$ cat config.mk
export PLATFORM = sky130hd
export DESIGN_NAME = memory_arbiter
export DESIGN_NICKNAME = d
export VERILOG_FILES = /design/src/rtl/memory_pkg.sv /design/src/rtl/rr_picker.sv /design/src/rtl/memory_arbiter.sv
export SDC_FILE = /design/constraint.sdc
export NUM_CORES = 1
export LEC_CHECK = 0
export ABC_AREA = 1
export CORE_AREA = 2 2 187 115
export DETAILED_ROUTE_END_ITERATION = 10
export DIE_AREA = 0 0 189 117
export PLACE_DENSITY = 0.67
export SLEW_MARGIN = 25
export SYNTH_ARGS = -nofsm -noshare
export SYNTH_HDL_FRONTEND = slang
export SYNTH_SLANG_ARGS = --single-unit
$ cat constraint.sdc
create_clock -name clock -period 3.2 [get_ports clock]
set_input_delay 0.96 -clock clock [delete_from_list [all_inputs] [get_ports clock]]
set_output_delay 0.96 -clock clock [all_outputs]
set_load 0.01 [all_outputs]
$ cat src/rtl/memory_pkg.sv
// Shared widths and request layout for the ray-memory arbiter.
package memory_pkg;

    localparam int DATA_WIDTH_DEFAULT    = 24;
    localparam int ADDRESS_WIDTH_DEFAULT = 32;
    localparam int ID_WIDTH_DEFAULT      = 4;

    typedef struct packed {
        logic [ADDRESS_WIDTH_DEFAULT-1:0] address;
        logic [DATA_WIDTH_DEFAULT-1:0]    data;
        logic                             write;
        logic [ID_WIDTH_DEFAULT-1:0]      id;
    } mem_req_t;

    function automatic int wrapIncrement(input int idx, input int n);
        return (idx >= n - 1) ? 0 : idx + 1;
    endfunction

endpackage

$ cat src/rtl/rr_picker.sv
// Combinational round-robin picker: first asserted request at or after ptr, wrapping.
module rr_picker #(
    parameter int N = 4,
    localparam int PTR_W = (N > 1) ? $clog2(N) : 1
) (
    input  logic [N-1:0]     req,
    input  logic [PTR_W-1:0] ptr,
    output logic             any,
    output logic [PTR_W-1:0] win,
    output logic [N-1:0]     grant
);

    logic [PTR_W-1:0] idx;

    // Scan from the farthest offset down so the closest hit to ptr is written last.
    always_comb begin
        any   = 1'b0;
        win   = '0;
        grant = '0;
        idx   = '0;
        for (int k = N - 1; k >= 0; k--) begin
            idx = PTR_W'((int'(ptr) + k) % N);
            if (req[idx]) begin
                any = 1'b1;
                win = idx;
            end
        end
        if (any) grant[win] = 1'b1;
    end

endmodule

$ cat src/rtl/memory_arbiter.sv
// Round-robin N:1 memory request arbiter with one registered output slice and ID-routed responses.
// Define MEMORY_ARBITER_STATS_EN to add grant/drop/stall counters.
module memory_arbiter
    import memory_pkg::*;
#(
    parameter int MASTERS       = 4,
    parameter int DATA_WIDTH    = DATA_WIDTH_DEFAULT,
    parameter int ADDRESS_WIDTH = ADDRESS_WIDTH_DEFAULT,
    parameter int ID_WIDTH      = ID_WIDTH_DEFAULT
`ifdef MEMORY_ARBITER_STATS_EN
    , parameter int STAT_WIDTH  = 16
`endif
) (
    input  logic                                   clock,
    input  logic                                   reset,
    input  logic [MASTERS-1:0]                     m_msValid,
    output logic [MASTERS-1:0]                     m_msTaken,
    input  logic [MASTERS-1:0][ADDRESS_WIDTH-1:0]  m_msAddress,
    input  logic [MASTERS-1:0][DATA_WIDTH-1:0]     m_msData,
    input  logic [MASTERS-1:0]                     m_msWrite,
    input  logic [MASTERS-1:0][ID_WIDTH-1:0]       m_msID,
    output logic [MASTERS-1:0]                     m_smValid,
    input  logic [MASTERS-1:0]                     m_smTaken,
    output logic [DATA_WIDTH-1:0]                  m_smData,
    output logic [ID_WIDTH-1:0]                    m_smID,
    output logic                                   s_msValid,
    input  logic                                   s_msTaken,
    output logic [ADDRESS_WIDTH-1:0]               s_msAddress,
    output logic [DATA_WIDTH-1:0]                  s_msData,
    output logic                                   s_msWrite,
    output logic [ID_WIDTH-1:0]                    s_msID,
    input  logic                                   s_smValid,
    output logic                                   s_smTaken,
    input  logic [DATA_WIDTH-1:0]                  s_smData,
    input  logic [ID_WIDTH-1:0]                    s_smID
`ifdef MEMORY_ARBITER_STATS_EN
    ,
    output logic [MASTERS-1:0][STAT_WIDTH-1:0]     grantCount,
    output logic [STAT_WIDTH-1:0]                  dropCount,
    output logic [STAT_WIDTH-1:0]                  stallCycles
`endif
);

    localparam int PTR_W = (MASTERS > 1) ? $clog2(MASTERS) : 1;

    typedef enum logic {EMPTY, FULL} state_t;

    typedef struct packed {
        logic [ADDRESS_WIDTH-1:0] address;
        logic [DATA_WIDTH-1:0]    data;
        logic                     write;
        logic [ID_WIDTH-1:0]      id;
    } slot_t;

    state_t           state, nextState;
    slot_t            slot;
    logic [PTR_W-1:0] ptr;
    logic             anyReq, canAccept, load;
    logic [PTR_W-1:0] win;
    logic [MASTERS-1:0] grant;
    logic             idKnown, takenSel;

    rr_picker #(.N(MASTERS)) picker (
        .req   (m_msValid),
        .ptr   (ptr),
        .any   (anyReq),
        .win   (win),
        .grant (grant)
    );

    always_ff @(posedge clock) begin
        if (reset) state <= EMPTY;
        else       state <= nextState;
    end

    // The slot can refill in the same cycle the slave drains it, giving one request per cycle.
    always_comb begin
        nextState = state;
        m_msTaken = '0;
        canAccept = (state == EMPTY) || (state == FULL && s_msTaken);
        load      = canAccept && anyReq;
        if (load) begin
            m_msTaken = grant;
            nextState = FULL;
        end else if (state == FULL && s_msTaken) begin
            nextState = EMPTY;
        end
    end

    always_ff @(posedge clock) begin
        if (reset) begin
            slot <= '0;
            ptr  <= '0;
        end else if (load) begin
            slot <= '{address: m_msAddress[win], data: m_msData[win],
                      write: m_msWrite[win], id: m_msID[win]};
            ptr  <= PTR_W'(wrapIncrement(int'(win), MASTERS));
        end
    end

    assign s_msValid   = (state == FULL);
    assign s_msAddress = slot.address;
    assign s_msData    = slot.data;
    assign s_msWrite   = slot.write;
    assign s_msID      = slot.id;

    // IDs with no matching master are swallowed so the slave never blocks on them.
    always_comb begin
        m_smValid = '0;
        idKnown   = 1'b0;
        takenSel  = 1'b0;
        for (int i = 0; i < MASTERS; i++) begin
            if (s_smID == ID_WIDTH'(i)) begin
                idKnown      = 1'b1;
                takenSel     = m_smTaken[i];
                m_smValid[i] = s_smValid;
            end
        end
    end

    assign s_smTaken = idKnown ? takenSel : s_smValid;
    assign m_smData  = s_smData;
    assign m_smID    = s_smID;

`ifdef MEMORY_ARBITER_STATS_EN
    always_ff @(posedge clock) begin
        if (reset) begin
            grantCount  <= '0;
            dropCount   <= '0;
            stallCycles <= '0;
        end else begin
            for (int i = 0; i < MASTERS; i++) begin
                if (m_msTaken[i] && grantCount[i] != '1)
                    grantCount[i] <= grantCount[i] + STAT_WIDTH'(1);
            end
            if (s_smValid && !idKnown && dropCount != '1)
                dropCount <= dropCount + STAT_WIDTH'(1);
            if (state == FULL && !s_msTaken && stallCycles != '1)
                stallCycles <= stallCycles + STAT_WIDTH'(1);
        end
    end
`endif

endmodule

Figure 1. Gate-type map (run 1).
Scale bar: 50 µm.
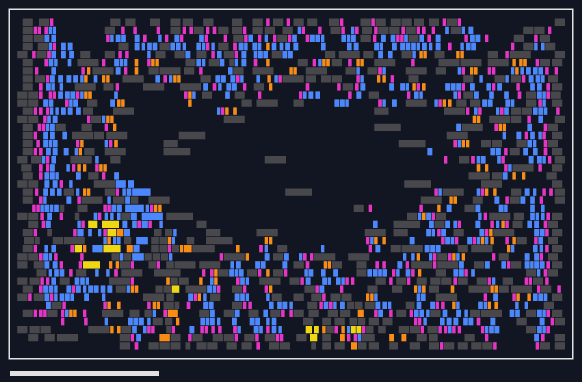
| color | family | cells |
|---|---|---|
| orange | nor cells | 140 |
| blue | nand cells | 520 |
| magenta | inv cells | 323 |
| yellow | aoi and oai cells | 12 |

Figure 2. Routing congestion (run 1).
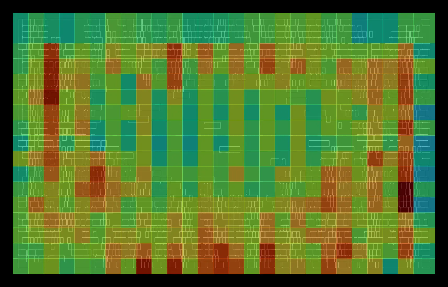
GRT Total Usage: 0.205
met3 Use GR: 0.0659
GR Util met1: 0.271
GR peak layer: met2
Util after Layout: 0.476

Figure 3. Routed clock nets over the placement (run 1).
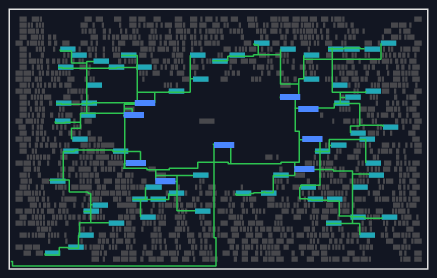
[blue] clock drivers | count: 9
[cyan] flip-flops | count: 64
[green] clock wires | length: 1280 µm
routed clock nets: 10

==> deck_impl_summary.md, run 1 <==
Physical Implementation Snapshot

Worst setup path
  • Delay-heaviest family, CP: simple AND/OR/NAND/NOR gates
  • Worst setup path startpoint: m_msValid[2]
  • Worst path slowest cell: o21ai_2
  • CP max stage delay: 0.14 ns
  • Max FO, Critical Path: 7

Power and ir drop
  • Logic pwr share: 0.741
  • Cell Pwr Density: ~910 nW/µm²
  • Sequential Power Share: 0.151
  • Power Sequential: roughly 1300 µW
  • Peak VDD IR: slightly below 0.9 mV

Cells and area
  • Comb gates: 674
  • Logic area: between 3000 and 4000 µm²
  • Number of non-clock buffers in the layout: between 300 and 400
  • Clk cell area share: 0.0286
  • Leading cell kind: buffers
  • Top Layout Cells: 316 x inv_1, 316 x clkdlybuf4s50_1, 307 x nand3_1, 200 x nand2_1, 130 x nor2_1

Die
  • Chip area: roughly 22000 µm²
  • Initial Util: 0.294

Final timing
  • Hold slack: 0.557 ns
  • Fin worst setup slack: 0.0809 ns
  • Measured slew at the worst slew-check pin: between 0.8 and 0.9 ns

Synthesis
  • Area leader share: 0.256
  • Basic Gates by Area: 0.477
  • Synth area leader: nand3_1
  • Top post-synthesis cells by area: nand3_1 26%, dfxtp_1 21%, inv_1 20%, nand2_1 13%, nor2_1 8.3%
  • Dominant kind of combinational cell: simple AND/OR/NAND/NOR gates
  • Yosys stat chip area: about 6000 µm²
  • Synth mux share: 0

CTS
  • Post-CTS resize count: 57
  • Clk root buf: clkbuf_16
  • CTS tree: done

Global routing
  • Number of global-route vias before repair: about 6900
  • Largest net degree at the start of global routing: about 78

Outcome
  • Run status: completed

Route
  • Highest routed layer: met4
  • Met1 wire length: about 11000 µm
Figure 4. The metal 3 layer (run 1).
Cells faint in the background.
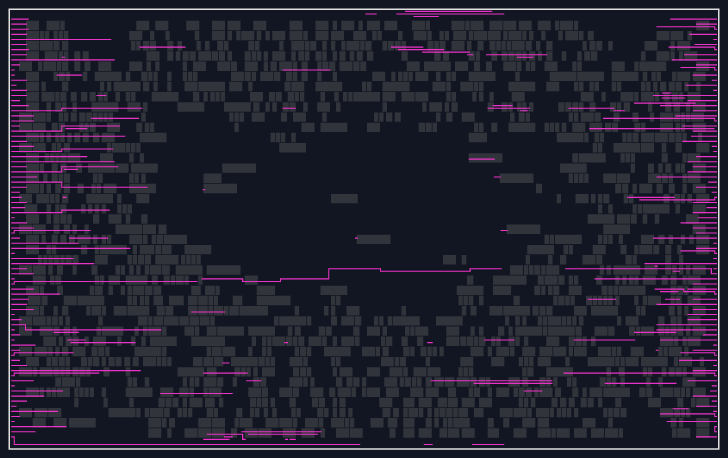

==> run 2, diff against run 1 <==
GPL_TIMING_DRIVEN = 0   (was not set)
Figure 5. The metal 3 layer (run 2).
Cells faint in the background.
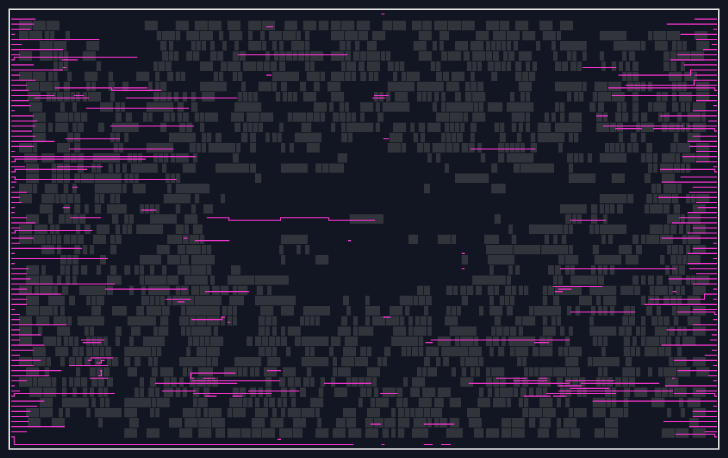
longest straight run: 90.4 µm
share of all routed wire: 8.5%

==> deck_impl_summary.md, run 2 <==
Physical Implementation Snapshot

Cells and area
  • Antenna diodes: 0 (unchanged)
  • Util after Layout: 0.512 (was 0.476)
  • Top Layout Cells: 339 x clkdlybuf4s50_1, 315 x inv_1, 305 x nand3_1, 197 x nand2_1, 128 x nor2_1 (was 316 x inv_1, 316 x clkdlybuf4s50_1, 307 x nand3_1, 200 x nand2_1, 130 x nor2_1)
  • Nets: 1828 (was 1722)
  • Fin area: 10500 µm² (was 9780 µm²)
  • # fillers: 2134 (was 2180)
  • Inverters: 323 (unchanged)
  • FF/Latch Area: 1280 µm² (unchanged)
  • Logic area: 3160 µm² (was 3120 µm²)
  • Number of non-clock buffers in the layout: 471 (was 365)
  • Largest register FFs: 32 (unchanged)
  • Comb gates: 674 (unchanged)
  • Leading cell kind: buffers (unchanged)
  • Clk cell area share: 0.0267 (was 0.0286)
  • Logic share of the area: 0.300 (was 0.319)
  • Fin cells: 1827 (was 1718)

Worst setup path
  • Critical Path RT: 2.24 ns (about the same)
  • CP max stage delay: 0.20 ns (was 0.14 ns)
  • Worst path bufs/invs: 4 (was 5)
  • R2R cell count: 15 (was 13)
  • Worst R2R Start: ptr[0] (unchanged)
  • Worst setup path startpoint: m_msValid[3] (was m_msValid[2])
  • CP dominant cell by count: nand2_4
  • Worst path slowest cell: o21ai_4 (was o21ai_2)
  • Setup crit end: m_msTaken[0] (was m_msTaken[3])
  • Delay-heaviest family, CP: simple AND/OR/NAND/NOR gates (unchanged)
  • Max FO, Critical Path: 6 (was 7)
  • Reg2Reg Setup Slack: 0.62 ns (was 0.57 ns)

Power and ir drop
  • Peak VDD IR: 0.351 mV (was 0.872 mV)
  • Power Sequential: 1350 µW (was 1340 µW)
  • Combinational Power: 7580 µW (was 6590 µW)
  • Logic pwr share: 0.766 (was 0.741)
  • Internal power: 4740 µW (was 4310 µW)
  • Static Leakage: 0.00587 µW (was 0.00550 µW)
  • Cell Pwr Density: 939 nW/µm² (was 908 nW/µm²)
  • Sequential Power Share: 0.137 (was 0.151)

Synthesis
  • Async SR Flop Fraction: 0 (unchanged)
  • Mapped Nets: 1447 (unchanged)
  • Area leader share: 0.256 (unchanged)
  • Yosys stat chip area: 6050 µm² (unchanged)
  • Synth area leader: nand3_1 (unchanged)
  • Cell Type Count: 24 (unchanged)
  • Ys flop type: dfxtp_1 (unchanged)
  • Mapped cell area: 6050 µm² (unchanged)
  • Top post-synthesis cells by area: nand3_1 26%, dfxtp_1 21%, inv_1 20%, nand2_1 13%, nor2_1 8.3% (unchanged)
  • Synth mux share: 0 (unchanged)
  • Basic Gates by Area: 0.477 (unchanged)
  • Yosys Warn Count: 0 (unchanged)
  • Dominant kind of combinational cell: simple AND/OR/NAND/NOR gates (unchanged)

Die
  • Chip area: 22100 µm² (unchanged)
  • Initial Util: 0.294 (unchanged)
  • Core area: 20600 µm² (unchanged)

Global routing
  • Met3 Use GR: 0.0569 (was 0.0659)
  • First-pass GRT wire length: 41200 µm (was 36100 µm)
  • Number of global-route vias before repair: 7681 (was 6927)
  • GR peak layer: met2 (unchanged)
  • GR Util met1: 0.333 (was 0.271)
  • GRT Total Usage: 0.241 (was 0.205)
  • Total gr overflow: 0 (unchanged)
  • Largest net degree at the start of global routing: 18 (was 78)

Route
  • Final ANT Viol Nets: 0 (unchanged)
  • Met1 wire length: 13100 µm (was 10600 µm)
  • Routed wire length: 27800 µm (was 23200 µm)
  • Highest routed layer: met4 (unchanged)
  • Vias: 8257 (was 7623)

Final timing
  • Measured slew at the worst slew-check pin: 0.637 ns (was 0.837 ns)
  • Hold slack: 0.563 ns (was 0.557 ns)
  • Fin worst setup slack: 0.0465 ns (was 0.0809 ns)
  • Final setup fails: 0 (unchanged)
  • Worst Skew: 0.00456 ns (was 0.0107 ns)

Outcome
  • Run status: completed (unchanged)

Flow run
  • Stage-log warning count: 26 (was 27)

CTS
  • Reg clk slew, reported paths: 0.05 ns (was 0.06 ns)
  • Clock sinks: 64 (unchanged)
  • Max Root-Sink Buffers: 2 (unchanged)
  • Post-CTS resize count: 81 (was 57)
  • CTS tree: done (unchanged)
  • Clk root buf: clkbuf_16 (unchanged)

Placement
  • Area post-placement: 9970 µm² (was 9400 µm²)
  • Inst Count DP: 1798 (was 1700)

Min path
  • Worst hold path depth: 4 (unchanged)
Figure 6. Gate-type map (run 2).
Scale bar: 50 µm.
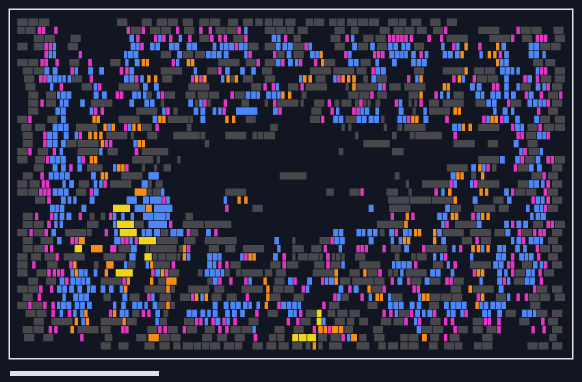

==> run 3, diff against run 2 <==
REMOVE_ABC_BUFFERS = 1   (was not set)
Figure 7. Gate-type map (run 3).
Scale bar: 50 µm.
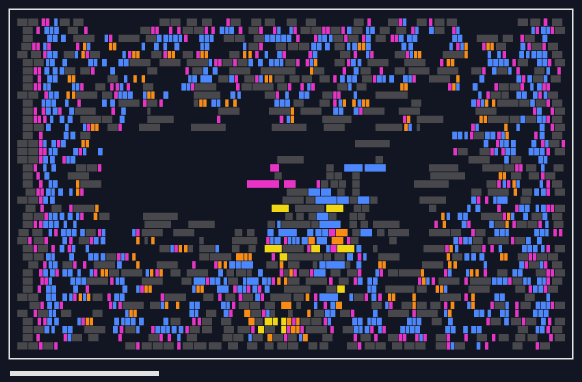
| color | family | cells |
|---|---|---|
| yellow | aoi and oai cells | 12 |
| orange | nor cells | 140 |
| blue | nand cells | 526 |
| magenta | inv cells | 325 |

==> deck_impl_summary.md, run 3 <==
Physical Implementation Snapshot

Outcome
  • Run status: completed (unchanged)

Power and ir drop
  • Combinational Power: 8660 µW (was 7580 µW)
  • Power Sequential: 1350 µW (about the same)
  • Cell Pwr Density: 1040 nW/µm² (was 939 nW/µm²)
  • Static Leakage: 0.00592 µW (was 0.00587 µW)
  • Logic pwr share: 0.789 (was 0.766)
  • Sequential Power Share: 0.123 (was 0.137)

Synthesis
  • Synth area leader: nand3_1 (unchanged)
  • Area leader share: 0.256 (unchanged)
  • Synth mux share: 0 (unchanged)
  • Yosys Warn Count: 0 (unchanged)
  • Ys flop type: dfxtp_1 (unchanged)
  • Async SR Flop Fraction: 0 (unchanged)
  • Cell Type Count: 24 (unchanged)
  • Yosys stat chip area: 6050 µm² (unchanged)

Global routing
  • Number of global-route vias before repair: 7134 (was 7681)
  • GRT Total Usage: 0.240 (was 0.241)
  • GR Util met1: 0.326 (was 0.333)
  • GR peak layer: met2 (unchanged)
  • Largest net degree at the start of global routing: 83 (was 18)

Cells and area
  • Fin area: 10600 µm² (was 10500 µm²)
  • Nets: 1757 (was 1828)
  • Logic area: 3300 µm² (was 3160 µm²)
  • Fin cells: 1756 (was 1827)
  • Top Layout Cells: 316 x inv_1, 316 x clkdlybuf4s50_1, 305 x nand3_1, 191 x nand2_1, 128 x nor2_1 (was 339 x clkdlybuf4s50_1, 315 x inv_1, 305 x nand3_1, 197 x nand2_1, 128 x nor2_1)
  • Number of non-clock buffers in the layout: 392 (was 471)
  • Largest register FFs: 32 (unchanged)

Worst setup path
  • Worst setup path startpoint: m_msValid[1] (was m_msValid[3])
  • Delay-heaviest family, CP: buffers and inverters (was simple AND/OR/NAND/NOR gates)
  • Max FO, Critical Path: 4 (was 6)
  • CP max stage delay: 0.16 ns (was 0.20 ns)
  • Reg2Reg Setup Slack: 0.60 ns (was 0.62 ns)

CTS
  • Clock sinks: 64 (unchanged)

Final timing
  • Worst Skew: 0.00796 ns (was 0.00456 ns)
  • Final setup fails: 0 (unchanged)
  • Measured slew at the worst slew-check pin: 0.410 ns (was 0.637 ns)
  • Hold slack: 0.560 ns (was 0.563 ns)

Route
  • Vias: 7915 (was 8257)
  • Final ANT Viol Nets: 0 (unchanged)
  • Highest routed layer: met4 (unchanged)
Power and IR drop assume default switching activity.
